### Gate families picked out, run 1

The bar under the picture is 20 um long.
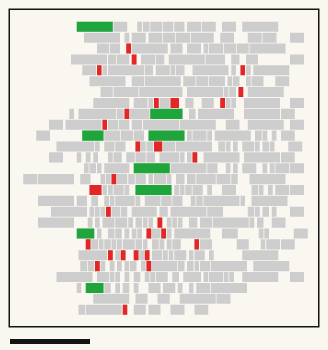
### Signal wires by layer, run 1

The bar under the picture is 20 um long.
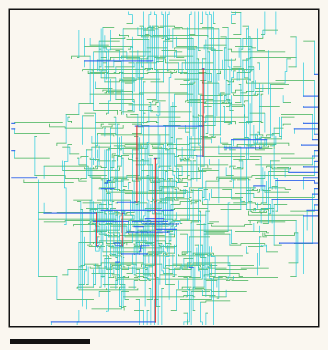
### Track usage over the die, run 1

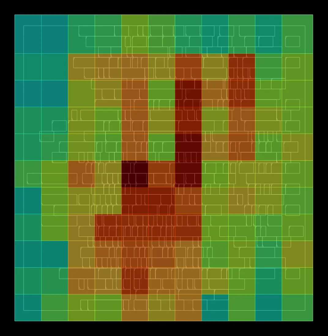
Design fifo_frame_reader, sky130hd; sources not shown.
==> impl_metrics.toml, run 1 <==
# generated from flow reports
[status]
run_status = "complete, but fails checks"
violations = "negative setup slack"

[setup_path]
cp-end-kind = "register"
r2r_slack_ns = -0.01
crit_fanout = 3
critPathBufInv = 2
crit_path_top_delay_cell = "fa_2"
crit_family = "simple AND/OR/NAND/NOR gates"
ff2ff_path_depth = 15
critical_path_depth = 13
required_ns = 2.70
path_common_cell = "nand3_4"
cp-start-kind = "input port"
path_cells = "dlygate4sd2_1 > nor2_1 > nand3_4 > nor2_4 > nand3_4 > fa_2 > inv_2 > ha_4 > nand3_4 > or2_4 > nor2_4 > nand2_2 > xnor2_1"

[detailed_routing]
route.met3.wl_um = 275
drc_errors = 0
firstDrtPassIters = 4
dr.first_iter.drc_count = 155
via_per_inst = 5.02
top_layer = "met4"

[layout]
logic_area_um2 = 1190
nFillCells = 455
diodes = 0
multi_input_comb_cells = 199
signal_buffers = 83
layout.nets = 392
nClkBuffers = 5
buf_share_pct = 22.2
fin_area_um2 = 3460
final-clk-cell-share_pct = 3.33

[synthesis]
synth.distinct_cells = 25
syn_avg_cell_area_um2 = 8.39
synth-area-yosys_um2 = 2350
fp_nets = 308
top_area_cell = "dfrtp_1"
synthCells = 280
synth_area_um2 = 2350
numSynthFlops = 47
synthTopCellsByArea = "dfrtp_1 50%, nand2_1 15%, nand3_1 5.5%"

[sta]
fmax_mhz = 398
skew_ns = 0.00857
min_period_ns = 2.51
slew_viol_final = 0
fin_ws_ns = -0.0147
setup_viol = 1
rsz0062_at_grt = "yes"
period_used_pct = 101

[place]
dp_hpwl_mm = 4.22

[cts]
cts_tree = "yes"
path_clk_slew_ns = 0.10
cts_buffers = 5
holdBufCountCts = 0

[power]
ir_drop_mv = 0.384
p_leak_uw = 0.00167
powerDensity_nw_per_um2 = 907
p_int_uw = 1880
fin_total_pwr_uw = 3130

[global_routing]
antenna_found_initial = 0
grt_max_degree = 30
use_met3_pct = 3.64

[floorplanning]
io_pins = 59
die_w_um = 77
die_h_um = 79
chip_area_um2 = 6080

[run]
max_cap_violations = 0
warnings = 33
About 'Gate families picked out':
legend:
  red:
    family: inv cells
    cells: 28
    most_used: inv_1
  green:
    family: fa/ha/maj cells
    cells: 8
    most_used: ha_4
Commonest Layout Cell: nand2_1
combinational share of cell area: 34.4%

About 'Signal wires by layer':
legend:
  cyan:
    layer: M2
    wire_length: 3180 um
  red:
    layer: M4
    wire_length: 97.9 um
  green:
    layer: M1
    wire_length: 2710 um
  blue:
    layer: M3
    wire_length: 275 um
Vias: 2195
GRT Util Overall: 20.4%
WL per Instance: 14.3 um
Routed Wire Length: 6.27 mm

About 'Track usage over the die':
met2 usage: 35.2%
final core utilization: 64.7%
grt met1 use: 25.8%
busiest grt layer: met2

==> run 1: power by group through the flow <==
stage               clock network (uW)  registers [uW]  logic [uW]
floorplan                            0            1290         626
global placement                     0            1130        1270
detailed placement                   0            1130        1320
CTS                                582            1120        1340
global route                       607            1160        1570
finish                             578            1130        1420
==> run 1: worst reg2reg max path, stage by stage, from the launching register on <==
cell and delay [ns]:
dfrtp_2 0.49, inv_4 0.10, ha_4 0.14, nand2_2 0.06, nand2_2 0.09, nand3_4 0.09
clkinv_4 0.07, nand3_4 0.08, fa_2 0.43, inv_2 0.08, ha_4 0.15, nand3_4 0.08
or2_4 0.28, nor2_4 0.10, nand2_2 0.06, xnor2_1 0.11
==> run 1: repair_timing <==
action | in CTS | in global routing
resized | 26 | 13
pin swaps | 8 | 11
setup endpoints to repair | 12 | 7
buffers inserted | 7 | 11
==> run 1: per-stage QoR <==
step                      setup WS [ns]  setup TNS (ns)  cells
after floorplan                 -0.0512         -0.0512    280
after global placement           -0.702          -29.03    410
after detailed placement         -0.757           -6.93    411
after CTS                       -0.0275         -0.0275    426
after global routing             -0.153          -0.824    437
final                           -0.0147         -0.0147    437
==> run 1: synth_stat cells, drive strengths merged <==
library cell  count
dfrtp            47
xnor2             6
a21boi            1
nand2            92
nor2             25
nand3            27
buf               4
inv              28
or2               1
nor3              3
o21ai            18
ha                7
o21bai            1
clkbuf            2
fa                1
conb              1
nand4             5
a21oi             1
xor2             10
==> run 1: cell families after synthesis <==
kind of cell | share of synthesized area, %
other | 0.160
AND/OR/NAND/NOR | 27.2
adder cells (fa/ha/maj) | 4.58
AND-OR/OR-AND | 5.64
buffers and inverters | 6.39
flip-flops | 50.1
XOR/XNOR | 5.96
==> inputs of run 2 (changes only) <==
--- a/config.mk
+++ b/config.mk
@@ -6,7 +6,7 @@
 export NUM_CORES = 1
 export LEC_CHECK = 0
 export ABC_AREA = 1
-export CAP_MARGIN = 0
+export CAP_MARGIN = 20
 export CORE_AREA = 2 2 75 77
 export CTS_BUF_LIST = sky130_fd_sc_hd__clkbuf_8
 export CTS_CLUSTER_DIAMETER = 150
@@ -14,6 +14,7 @@
 export DIE_AREA = 0 0 77 79
 export GPL_TIMING_DRIVEN = 0
 export PLACE_DENSITY = 0.81
+export SLEW_MARGIN = 15
 export SYNTH_ARGS = -nofsm -noshare
 export SYNTH_HDL_FRONTEND = slang
 export SYNTH_SLANG_ARGS = --single-unit
### Sequential cells grouped by signal name, run 2

The bar under the picture is 20 um long. Other sequential cells in the stronger gray, the rest of the logic in the fainter gray.
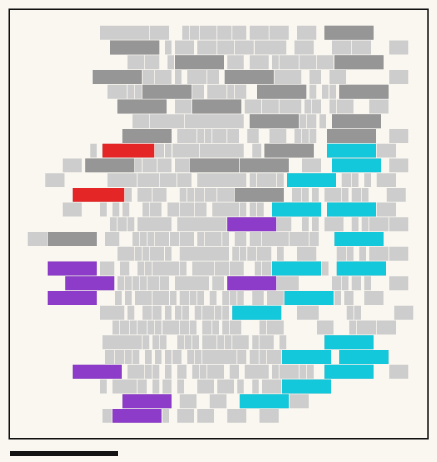
legend:
  cyan:
    signal: u_out.data_o
    flops: 16
  purple:
    signal: rem_q
    flops: 8
  red:
    signal: dbg_state_o
    flops: 2
not colored: 21
sequential standard cell area: 1180 um2
Seq area share: 34.1%

### Signal wires by layer, run 2

The bar under the picture is 20 um long.
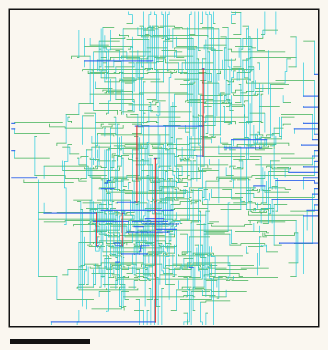
legend:
  green:
    layer: M1
    wire_length: 2710 um
  cyan:
    layer: M2
    wire_length: 3180 um
  red:
    layer: M4
    wire_length: 97.9 um
  blue:
    layer: M3
    wire_length: 275 um

==> run 2 against run 1 <==
- the flow still finishes with violations (negative setup slack)
- design area stayed put
- via count did not move
- first-iteration DRC count did not move
- wire length unchanged
- combinational power about the same
- synthesized cell count unchanged
- sequential share of layout area stayed put
- synthesized area unchanged
- worst hold slack unchanged
==> impl_metrics.toml, run 2 <==
# generated from flow reports
[layout]
layout_top_cell = "nand2_1"
layout.nets = 392
instances_no_fill = 437
nFillCells = 455
diodes = 0
utilization_pct = 64.7

[floorplanning]
chip_area_um2 = 6080
io_pins = 59
die_w_um = 77
die_h_um = 79

[sta]
fin_ws_ns = -0.0147
fin_tns_setup_ns = -0.0147
min_period_ns = 2.51
setup_viol = 1
slew_viol_final = 0
rsz0062_at_grt = "yes"
period_used_pct = 101

[power]
p_leak_uw = 0.00167
ir_drop_mv = 0.384

[setup_path]
path_cells = "dlygate4sd2_1 > nor2_1 > nand3_4 > nor2_4 > nand3_4 > fa_2 > inv_2 > ha_4 > nand3_4 > or2_4 > nor2_4 > nand2_2 > xnor2_1"
critPathBufInv = 2
cp-start-kind = "input port"
critical_path_depth = 13
path_common_cell = "nand3_4"
ff2ff_path_depth = 15
required_ns = 2.70
crit_path_top_delay_cell = "fa_2"
crit_fanout = 3
cp-end-kind = "register"
crit_family = "simple AND/OR/NAND/NOR gates"

[hold_path]
min_path_type = "in2async"

[global_routing]
grt_max_degree = 30
grt_use_total_pct = 20.4
antenna_found_initial = 0

[status]
run_status = "complete, but fails checks"
violations = "negative setup slack"

[synthesis]
top_area_cell = "dfrtp_1"
synth_area_um2 = 2350
synth-area-yosys_um2 = 2350
edf_count = 0
top_cells_by_count = "91 x nand2_1, 47 x dfrtp_1, 27 x inv_1"
synthCells = 280
syn_avg_cell_area_um2 = 8.39
async_flop_share_pct = 100
synthTopCellsByArea = "dfrtp_1 50%, nand2_1 15%, nand3_1 5.5%"
numSynthFlops = 47
fp_nets = 308
synth-main-ff-cell = "dfrtp_1"
synth.distinct_cells = 25
yosysMostFrequentCell = "nand2_1"

[cts]
path_clk_slew_ns = 0.10
holdBufCountCts = 0
cts_tree = "yes"
cts_buffers = 5

[detailed_routing]
wire_per_inst_um = 14.3
vias = 2195
drc_errors = 0
firstDrtPassIters = 4
routed_wl_mm = 6.27
via_per_inst = 5.02
dr.first_iter.drc_count = 155

[run]
warnings = 33
max_cap_violations = 0

[place]
post-place-ws_ns = -0.757
dp_cells = 411
dp_hpwl_mm = 4.22
-- run 2: cell counts in the layout (fill, tap and decap cells not counted) --
Identical to the previous run, type by type.
-- run 2: kinds of logic after synthesis --
logic type / synth area share (%)
compound gates: 5.64
xor+xnor: 5.96
fa+ha+maj: 4.58
buf+inv: 6.39
flops: 50.1
other cells: 0.160
simple gates: 27.2
-- run 2: layout make-up --
class	instances	share of cell area, %
plain buffers	6	1.30
clock buffers	5	1.99
clock inverters	3	1.34
inverters	28	3.33
multi-input cells	199	34.4
flip-flops and latches	47	34.1
well taps	72	2.61
repair buffers	77	20.9
-- run 2: metal layers --
metal	track usage, %	wire length [um]	vias to the layer above
li1	-	-	1048
met1	25.8	2710	1059
met2	35.2	3180	77
met3	3.64	275	11
met4	8.04	97	0
met5	0	0	-
-- run 2: report_power, final --
| part | internal (uW) | total [uW] | switching, uW |
|---|---|---|---|
| registers | 968 | 1130 | 163 |
| clock network | 301 | 578 | 277 |
| logic | 612 | 1420 | 813 |
-- run 2: repair_timing --
action / in CTS / in global routing
endpoints found under the setup margin: 12 / 7
setup buffers: 7 / 11
gates resized: 26 / 13
pin swaps: 8 / 11
-- run 2: through the flow --
| step | total power [uW] | hold WS [ns] | cell area [um2] |
|---|---|---|---|
| 5_1_grt | 3340 | 0.281 | 3460 |
| 4_1_cts | 3040 | 0.265 | 3320 |
| 3_5_place_dp | 2440 | 0.459 | 3110 |
| 3_3_place_gp | 2400 | 0.454 | 3090 |
| 6_report | 3130 | 0.254 | 3460 |
| 2_1_floorplan | 1920 | 0.329 | 2420 |
Power figures rest on the tool's default switching activity, not on a simulated workload.
